run_1/cell_classes.png
Scale bar: 50 um. Fill, decap, tap and diode cells in grey.
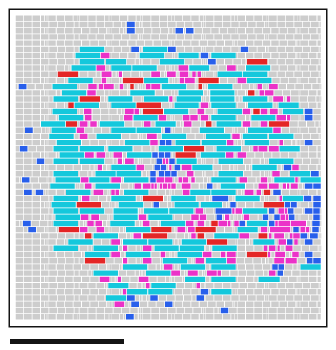
run_1/final_clocks.png
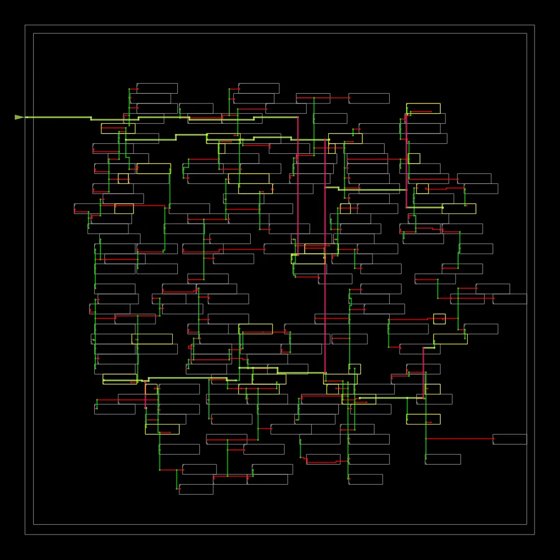
run_1/met2.png
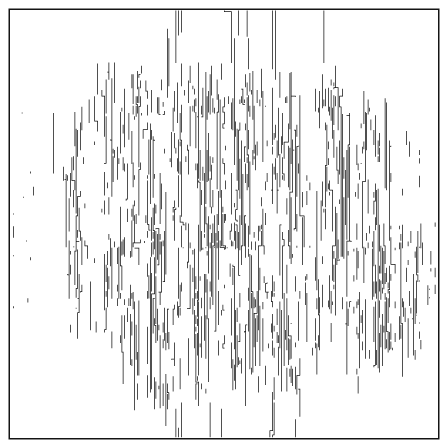
run_1/gate_families.png
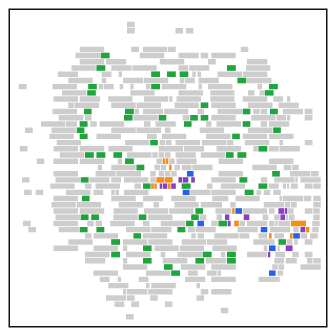
===== src/rtl/sync_fifo_flags_if.sv =====
// Interface bundling the producer/consumer side of sync_fifo_flags.
//   master : producer/consumer view (drives w_enb, r_enb, din, clr_err)
//   slave  : FIFO view (drives read data, valid, level flags, count and error flags)
// DEPTH and WIDTH must match the parameters of the attached FIFO.
interface sync_fifo_flags_if #(
  parameter int unsigned DEPTH = 8,
  parameter int unsigned WIDTH = 16
);
  localparam int unsigned CW = $clog2(DEPTH) + 1;

  logic             w_enb;
  logic             r_enb;
  logic [WIDTH-1:0] din;
  logic             clr_err;
  logic [WIDTH-1:0] dout;
  logic             rd_valid;
  logic             full;
  logic             empty;
  logic             almost_full;
  logic             almost_empty;
  logic [CW-1:0]    count;
  logic             overflow;
  logic             underflow;

  modport master (
    output w_enb, r_enb, din, clr_err,
    input  dout, rd_valid, full, empty, almost_full, almost_empty, count, overflow, underflow
  );

  modport slave (
    input  w_enb, r_enb, din, clr_err,
    output dout, rd_valid, full, empty, almost_full, almost_empty, count, overflow, underflow
  );
endinterface


===== src/rtl/sync_fifo_flags.sv =====
// Synchronous FIFO with programmable almost-full/almost-empty thresholds, occupancy count,
// sticky overflow/underflow flags and selectable first-word-fall-through read mode.
// Ports:
//   clk    : rising-edge clock
//   reset  : asynchronous active-low reset
//   bus    : sync_fifo_flags_if.slave
//            in : w_enb, r_enb, din, clr_err
//            out: dout, rd_valid, full, empty, almost_full, almost_empty, count,
//                 overflow, underflow
module sync_fifo_flags #(
  parameter int unsigned DEPTH    = 8,
  parameter int unsigned WIDTH    = 16,
  parameter int unsigned AF_LEVEL = DEPTH - 2,
  parameter int unsigned AE_LEVEL = 1,
  parameter bit          FWFT     = 1'b0
) (
  input logic              clk,
  input logic              reset,
  sync_fifo_flags_if.slave bus
);
  localparam int unsigned AW = $clog2(DEPTH);
  localparam int unsigned CW = AW + 1;

  // Elaboration-time parameter legality checks.
  if (DEPTH < 2 || (DEPTH & (DEPTH - 1)) != 0) begin : g_bad_depth
    $fatal(1, "sync_fifo_flags: DEPTH must be a power of 2 and >= 2");
  end
  if (AF_LEVEL < 1 || AF_LEVEL > DEPTH) begin : g_bad_af
    $fatal(1, "sync_fifo_flags: AF_LEVEL must be in 1..DEPTH");
  end
  if (AE_LEVEL > DEPTH - 1) begin : g_bad_ae
    $fatal(1, "sync_fifo_flags: AE_LEVEL must be in 0..DEPTH-1");
  end

  logic [WIDTH-1:0] mem_q [DEPTH];
  logic [AW-1:0]    wr_ptr_q, rd_ptr_q;
  logic [CW-1:0]    count_q;
  logic             overflow_q, underflow_q;
  logic             full, empty;
  logic             wr_acc, rd_acc;

  // Flags decode from the registered count, so they move on the same edge as count.
  always_comb begin
    full   = (count_q == CW'(DEPTH));
    empty  = (count_q == '0);
    wr_acc = bus.w_enb & ~full;
    rd_acc = bus.r_enb & ~empty;
  end

  assign bus.full         = full;
  assign bus.empty        = empty;
  assign bus.almost_full  = (count_q >= CW'(AF_LEVEL));
  assign bus.almost_empty = (count_q <= CW'(AE_LEVEL));
  assign bus.count        = count_q;
  assign bus.overflow     = overflow_q;
  assign bus.underflow    = underflow_q;

  always_ff @(posedge clk or negedge reset) begin
    if (!reset) begin
      wr_ptr_q    <= '0;
      rd_ptr_q    <= '0;
      count_q     <= '0;
      overflow_q  <= 1'b0;
      underflow_q <= 1'b0;
    end else begin
      if (wr_acc) wr_ptr_q <= wr_ptr_q + 1'b1;
      if (rd_acc) rd_ptr_q <= rd_ptr_q + 1'b1;
      case ({wr_acc, rd_acc})
        2'b10:   count_q <= count_q + 1'b1;
        2'b01:   count_q <= count_q - 1'b1;
        default: count_q <= count_q;
      endcase
      // A new error in the same cycle as clr_err wins over the clear.
      overflow_q  <= (bus.w_enb & full)  | (overflow_q  & ~bus.clr_err);
      underflow_q <= (bus.r_enb & empty) | (underflow_q & ~bus.clr_err);
    end
  end

  // Storage is deliberately not reset.
  always_ff @(posedge clk) begin
    if (wr_acc) mem_q[wr_ptr_q] <= bus.din;
  end

  if (FWFT) begin : g_fwft
    // Head of queue is always visible; a pop exposes the next word on the same edge.
    assign bus.dout     = mem_q[rd_ptr_q];
    assign bus.rd_valid = ~empty;
  end else begin : g_std
    logic [WIDTH-1:0] dout_q;
    logic             rd_valid_q;

    always_ff @(posedge clk or negedge reset) begin
      if (!reset) begin
        dout_q     <= '0;
        rd_valid_q <= 1'b0;
      end else begin
        rd_valid_q <= rd_acc;
        if (rd_acc) dout_q <= mem_q[rd_ptr_q];
      end
    end

    assign bus.dout     = dout_q;
    assign bus.rd_valid = rd_valid_q;
  end
endmodule


===== src/flat_wrapper.sv =====
// flat-port wrapper written by rule: the top's interface ports become plain ports
module sync_fifo_flags_flat 
#(
  parameter int unsigned DEPTH    = 8,
  parameter int unsigned WIDTH    = 16,
  parameter int unsigned AF_LEVEL = DEPTH - 2,
  parameter int unsigned AE_LEVEL = 1,
  parameter bit          FWFT     = 1'b0
)
  (clk, reset, bus_w_enb, bus_r_enb, bus_din, bus_clr_err, bus_dout, bus_rd_valid, bus_full, bus_empty, bus_almost_full, bus_almost_empty, bus_count, bus_overflow, bus_underflow);
  sync_fifo_flags_if #(.DEPTH(DEPTH), .WIDTH(WIDTH)) bus_i ();
  input logic clk;
  input logic reset;
  input wire logic [$bits(bus_i.w_enb)-1:0] bus_w_enb;
  input wire logic [$bits(bus_i.r_enb)-1:0] bus_r_enb;
  input wire logic [$bits(bus_i.din)-1:0] bus_din;
  input wire logic [$bits(bus_i.clr_err)-1:0] bus_clr_err;
  output wire logic [$bits(bus_i.dout)-1:0] bus_dout;
  output wire logic [$bits(bus_i.rd_valid)-1:0] bus_rd_valid;
  output wire logic [$bits(bus_i.full)-1:0] bus_full;
  output wire logic [$bits(bus_i.empty)-1:0] bus_empty;
  output wire logic [$bits(bus_i.almost_full)-1:0] bus_almost_full;
  output wire logic [$bits(bus_i.almost_empty)-1:0] bus_almost_empty;
  output wire logic [$bits(bus_i.count)-1:0] bus_count;
  output wire logic [$bits(bus_i.overflow)-1:0] bus_overflow;
  output wire logic [$bits(bus_i.underflow)-1:0] bus_underflow;
  assign bus_i.w_enb = bus_w_enb;
  assign bus_i.r_enb = bus_r_enb;
  assign bus_i.din = bus_din;
  assign bus_i.clr_err = bus_clr_err;
  assign bus_dout = bus_i.dout;
  assign bus_rd_valid = bus_i.rd_valid;
  assign bus_full = bus_i.full;
  assign bus_empty = bus_i.empty;
  assign bus_almost_full = bus_i.almost_full;
  assign bus_almost_empty = bus_i.almost_empty;
  assign bus_count = bus_i.count;
  assign bus_overflow = bus_i.overflow;
  assign bus_underflow = bus_i.underflow;
  sync_fifo_flags #(.DEPTH(DEPTH), .WIDTH(WIDTH), .AF_LEVEL(AF_LEVEL), .AE_LEVEL(AE_LEVEL), .FWFT(FWFT)) u_core (.clk(clk), .reset(reset), .bus(bus_i));
endmodule

===== config.mk =====
export PLATFORM = sky130hd
export DESIGN_NAME = sync_fifo_flags_flat
export DESIGN_NICKNAME = d
export VERILOG_FILES = /design/src/rtl/sync_fifo_flags_if.sv /design/src/rtl/sync_fifo_flags.sv /design/src/flat_wrapper.sv
export SDC_FILE = /design/constraint.sdc
export NUM_CORES = 1
export LEC_CHECK = 0
export CORE_MARGIN = 2
export CORE_UTILIZATION = 35
export DETAILED_ROUTE_END_ITERATION = 16
export PLACE_DENSITY = 0.65
export SYNTH_ARGS = -nofsm -noshare
export SYNTH_HDL_FRONTEND = slang
export SYNTH_SLANG_ARGS = --single-unit

===== constraint.sdc =====
create_clock -name clk -period 2.3 [get_ports clk]
set_input_delay 0.575 -clock clk [delete_from_list [all_inputs] [get_ports clk]]
set_output_delay 0.575 -clock clk [all_outputs]
set_load 0.005 [all_outputs]

==> results.toml, run 1 <==
# implementation run metrics
[place]
place_congestion = 0.738
dp_wirelength_um = 8340
placement.io_buffers = 47
post-place-ws_ps = 23.5
dpl-instance-area_mm2 = 0.00722
place_inst = 651

[timing]
final_slew_viol_count = 0
finalSetupViolations = 0
timing.final.ws_setup_ps = 134
layout_worst_path_cycle_share_pct = 94.2
period_needed_ps = 2170
final-hold-violation-count = 0
rsz0062_at_grt = "no"
setup_tns_ps = 0
fmax_ghz = 0.462
fin_worst_hold_slack_ps = 503
max_slew_margin_pct = 70.3
worst_margin_pin_slew_ps = 445

[yosys]
top_cell_type_by_instance_count_after_synthesis = "edfxtp_1"
yosys-top-cells-area = "edfxtp_1 61%, dfrtp_1 12%, mux2i_1 5.2%, mux2_2 4.1%, o31ai_2 3.2%"
mappedNetlistNets = 390
synth-warning-count = 0
post_synth_instance_area_mm2 = 0.00631
synthArstFlopShare_pct = 18.5
synth-edff-count = 128
netlist_top_cells_count = "128 x edfxtp_1, 33 x mux2i_1, 29 x dfrtp_1, 23 x mux2_2, 18 x a22o_1"
synth-cells-yosys = 362
average_footprint_of_a_synthesized_cell_um2 = 17.4
ff_type = "edfxtp_1"
synth_largest_type_area_fraction_pct = 60.9
yosysChipArea_mm2 = 0.00631
yosys.cell_types.count = 31
post_synthesis_instance_total = 362
yosysSeqAreaShare_pct = 72.4
ys.flops = 157

[routing]
detail-route-antenna-nets = 0
drt-vias-per-instance = 5.01
sum_of_met2_wire_segment_lengths_after_detailed_routing_um = 6420
met3WireLength_um = 463
drtPass1Iterations = 5
detail_route.wl_per_cell_um = 19.1
top_signal_layer_used = "met4"
initialDrtViolationCount = 252
detail_route.drc_violations = 0

[worst_setup_path]
cp_common_cell = "inv_2"
timing.critical_path.arrival_ps = 2510
critical_path.max_fanout = 4
slowest_delay_ps = 460
rr_endpoint = "u_core.bus.count[3]"
crit_start = "u_core.bus.count[1]"
regToRegStartpoint = "u_core.bus.count[1]"
slowest_stage = "or4b_4"
nature_of_the_critical_path_endpoint = "flop"
reg2reg_slack_ps = 130
cp.depth = 10
timing.critical_path.to = "u_core.bus.count[3]"
critPathKind = "flop to flop"
worst_path_dominant_cell_family = "simple AND/OR/NAND/NOR gates"
timing.critical_path.from_type = "flop"
path_buffers = 3
critical_path.cell_chain = "inv_2 -> ha_4 -> nor3b_4 -> buf_4 -> nand2b_1 -> inv_2 -> ha_2 -> or4b_4 -> a21oi_2 -> xor2_1"

[power]
static-leakage-power_uw = 0.00286
power.internal_uw = 7100
power.share.sequential_pct = 39.2
power.combinational.fraction_pct = 32.3
ir_worst_vdd_uv = 672
power.share.clock_pct = 28.4
switching_power_uw = 3070
p_sw_share_pct = 30.2

[global_routing]
grt_max_degree = 38
grt_usage_pct = 14.4
grt_pass1_vias = 3573
grt-ovfl-total = 0
grt_first_pass_wirelength_um = 20400
use_met3_pct = 4.16
gr-usage-met1_pct = 19.0
antenna_found_initial = 0
globalRoute.busiestLayer = "met2"

[cells_and_area]
sequential_cell_total = 157
layout.area.seq_mm2 = 0.00457
filler_cell_count = 1522
most_frequently_placed_logic_cells_in_the_final_layout = "128 x edfxtp_1, 43 x clkdlybuf4s50_1, 35 x buf_4, 33 x mux2i_1, 26 x dfrtp_1"
n_all_buffers = 84
synthToLayoutAreaGrowth_pct = 25.2
logic_gate_count = 181
antenna-diode-count = 0
final_util_pct = 44.3
post_route_cells_drive_above_1_share_pct = 26.5
nets = 475
layout.area.top_class = "sequential cells"
bufAreaShareNonClock_pct = 9.73
inv_count = 6
area_share_clock_buf_inv_pct = 7.83
multi_input_comb_area_mm2 = 0.00163

[clock_network]
postCtsResizedCells = 6
cts.repair_timing.setup_buffer_count = 6
cts_tree = "built"
cts.reportedPaths.clkPinSlew_ps = 60
clock-sinks = 157
hold_buffers = 0
clock-root-buffer = "clkbuf_16"
max-clock-path-buffers = 2
htreeDepth = 4

[floorplan]
io_pins = 48
num_rows = 49
die.size.x_um = 138
design.die.area_mm2 = 0.0191
initial_standard_cell_utilization_of_the_core_pct = 35.4
n_tap_cell = 229
fp.dieH_um = 138

[min_path]
timing.hold.worst.start = "u_core.bus.dout[13]"
worst_hold_path.num_cells = 2
whs_endpoint = "u_core.bus.dout[13]"
hold_class = "flop to flop"

[status]
status = "finished, final reports clean"

[flow_run]
log.warning_count = 29
max-cap-violations = 0
-- cell_classes.png (at the start) --
[red] clock drivers and dummy loads | cells: 32
[cyan] flip-flops | cells: 157
[magenta] all other logic | cells: 187
[blue] other buffers and delay cells | cells: 84
final design instance area without fill: 0.00790 mm2
Placeable Area: 0.0178 mm2
flop share of the area: 57.9%

-- final_clocks.png (at the start) --
clk latency late pin: 430 ps
worst setup skew after layout: 9.24 ps
clock buffer count in the final layout: 18

-- met2.png (at the start) --
wire length on this layer: 6420 um
longest straight run: 57.8 um
nets with wire on the layer: 411
share of all routed wire: 49%
main direction: vertical
met2 layer usage reported by global route: 23.1%
vias: 3453
Routed Wire Length: 13200 um

-- gate_families.png (at the start) --
[green] multiplexers | cells: 67 | most used: mux2i_1
[purple] NAND gates | cells: 15 | most used: nand2b_1
[orange] NOR gates | cells: 14 | most used: nor2_1 | where: centre
[blue] XOR/XNOR gates | cells: 8 | most used: xnor2_1
most frequently placed logic cell in the final layout: edfxtp_1
Finished Layout Cells: 689
combinational share of cell area: 20.6%

-- run 1: cell families after synthesis --
group | count (synthesis) | synth area share (%)
simple gates | 30 | 2.54
xor+xnor | 8 | 1.11
flops | 157 | 72.4
buf+inv | 24 | 2.40
fa+ha+maj | 7 | 1.39
mux | 67 | 11.3
compound gates | 69 | 8.83
-- run 1: flip-flops by register name (all words and copies together), names as in the netlist --
name,flops
u_core.wr_ptr_q,3
u_core.bus.underflow,1
u_core.mem_q,128
u_core.rd_ptr_q,3
u_core.bus.count,4
u_core.bus.dout,16
u_core.bus.rd_valid,1
u_core.bus.overflow,1
-- run 1: power by group through the flow --
stage               combinational (uW)  sequential, uW  clock (uW)
CTS                               3340            4000        2940
finish                            3290            3990        2890
detailed placement                3220            4070           0
global route                      3570            4050        3080
floorplan                         2020            4010           0
global placement                  3160            4040           0
run_1/drive_strength.png
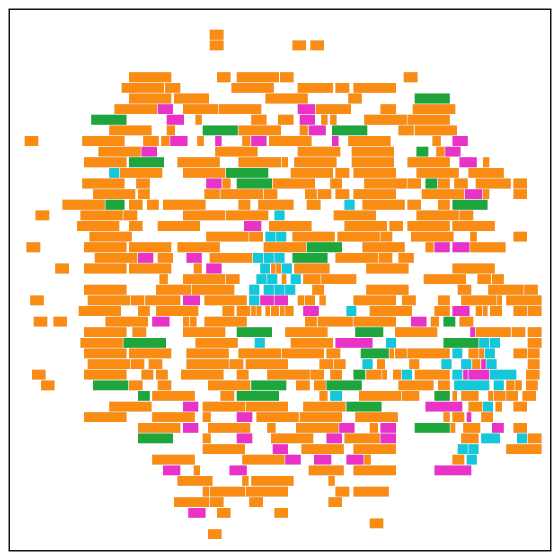

==> run 2, diff against run 1 <==
GPL_TIMING_DRIVEN = 0   (was not set)
RECOVER_POWER = 25   (was not set)
run_2/drive_strength.png
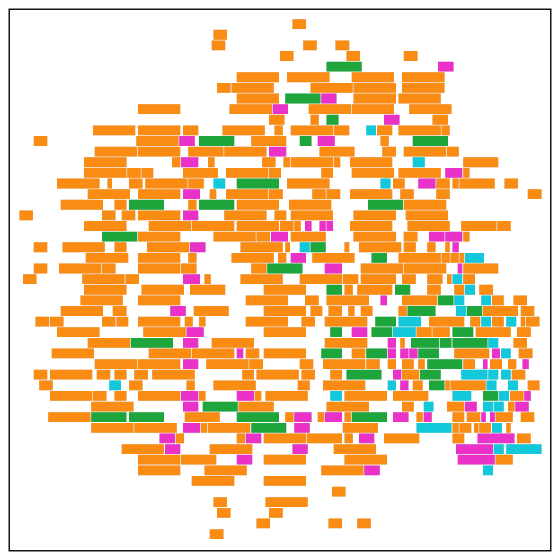
[green] drive 6 and up | cells: 41
[cyan] drive 3 to 4 | cells: 35
[magenta] drive 2 | cells: 64
[orange] drive 1 or less | cells: 329

run_2/gate_families.png
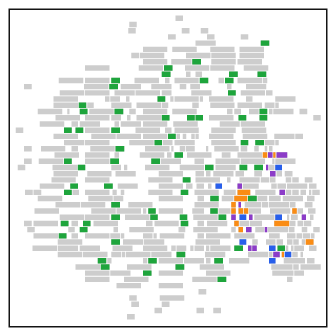
[blue] XOR/XNOR gates | cells: 8 | most used: xnor2_1
[orange] NOR gates | cells: 14 | most used: nor2_2
[green] multiplexers | cells: 67 | most used: mux2i_1
[purple] NAND gates | cells: 15 | most used: nand2b_1

==> run 2 against run 1 <==
Net effect:
- the flow now finishes with violations (max-capacitance violations, max-slew violations)
- synthesized cell count stayed put
- sequential share of layout area is 1.2 points lower
- core utilization is 0.90 points higher
- die size stayed put
- critical path type unchanged
- highest routed layer unchanged
==> results.toml, run 2 <==
# implementation run metrics
[worst_setup_path]
rr_endpoint = "u_core.bus.overflow"
cp_common_cell = "buf_4"
slowest_stage = "dfrtp_2"
timing.critical_path.to = "u_core.bus.overflow"
reg2reg_slack_ps = 30
crit_start = "u_core.bus.count[1]"
critPathKind = "flop to flop"
timing.critical_path.arrival_ps = 2580

[yosys]
yosys.cell_types.count = 31
synth-compound-area-share_pct = 8.83
ff_type = "edfxtp_1"
ys.flops = 157
synth-adder-area-share_pct = 1.39
synth-cells-yosys = 362
mappedNetlistNets = 390
synth-warning-count = 0
post_synthesis_instance_total = 362
post_synth_instance_area_mm2 = 0.00631
synthArstFlopShare_pct = 18.5
yosys-top-cells-area = "edfxtp_1 61%, dfrtp_1 12%, mux2i_1 5.2%, mux2_2 4.1%, o31ai_2 3.2%"
yosysSeqAreaShare_pct = 72.4
synth.area.mux_share_pct = 11.3

[flow_run]
log.warning_count = 30
max-cap-violations = 1

[global_routing]
antenna_found_initial = 0
grt_pass1_vias = 3705
grt_max_degree = 30
grt_usage_pct = 14.9

[clock_network]
hold_buffers = 0
clock-root-buffer = "clkbuf_16"
cts.reportedPaths.clkPinSlew_ps = 60
htreeDepth = 4
cts_tree = "built"
postCtsResizedCells = 15

[place]
place_congestion = 0.731
place_inst = 644
post-place-ws_ps = -424
placement.io_buffers = 47
dp_wirelength_um = 8560

[power]
power.combinational.fraction_pct = 34.2
switching_power_uw = 3260
p_sw_share_pct = 31.1
power.share.sequential_pct = 38.4
power_top_consumer = "sequential cells"

[routing]
vias = 3507
drt-vias-per-instance = 5.02
drtPass1Iterations = 4

[cells_and_area]
synthToLayoutAreaGrowth_pct = 27.7
antenna-diode-count = 0
post_route_cells_drive_above_1_share_pct = 29.9
nets = 484
layout.cell_area.non_filler_mm2 = 0.00806
most_frequently_placed_logic_cell_in_the_final_layout = "edfxtp_1"
layoutNonFillerInstCount = 698
final_util_pct = 45.2

[floorplan]
coreArea_mm2 = 0.0178
die.size.x_um = 138
num_rows = 49
fp.dieH_um = 138
design.die.area_mm2 = 0.0191

[min_path]
worst_hold_path.num_cells = 1
hold_class = "flop to flop"

[timing]
period_needed_ps = 2270
layout_worst_path_cycle_share_pct = 98.6
fin_worst_hold_slack_ps = 512
final_slew_viol_count = 30
setup_tns_ps = 0
max_slew_margin_pct = -19.8
worst_setup_skew_after_layout_ps = 7.70
timing.final.ws_setup_ps = 32.1
final-hold-violation-count = 0
worst_margin_pin_slew_ps = 1800

[status]
violations = "max-capacitance violations, max-slew violations"
status = "finished, violations left"
[run 2: cell counts after synthesis]
Identical to the previous run, type by type.
[run 2: cell type report]
type / instances / area, um2
Fill cell: 1531 / 9780
Sequential cell: 157 / 4570
Multi-Input combinational cell: 181 / 1680
Timing Repair Buffer: 76 / 743
Clock buffer: 17 / 425
Tap cell: 229 / 287
Clock inverter: 15 / 188
Buffer: 17 / 134
Inverter: 6 / 25.0
[run 2: per-layer routing]
layer  GRT usage (%)  vias to the layer above  wire length (um)  part of all wire, %
met3            4.12                        9               830                  6.0
met2            25.0                       91              7130                   51
met1            19.0                     1792              5750                   41
met4            4.46                        0               162                  1.2
li1                -                     1615                 -                    -
met5               0                        -                 0                    0
No activity file was given, so power comes from the tool's default toggle rates.
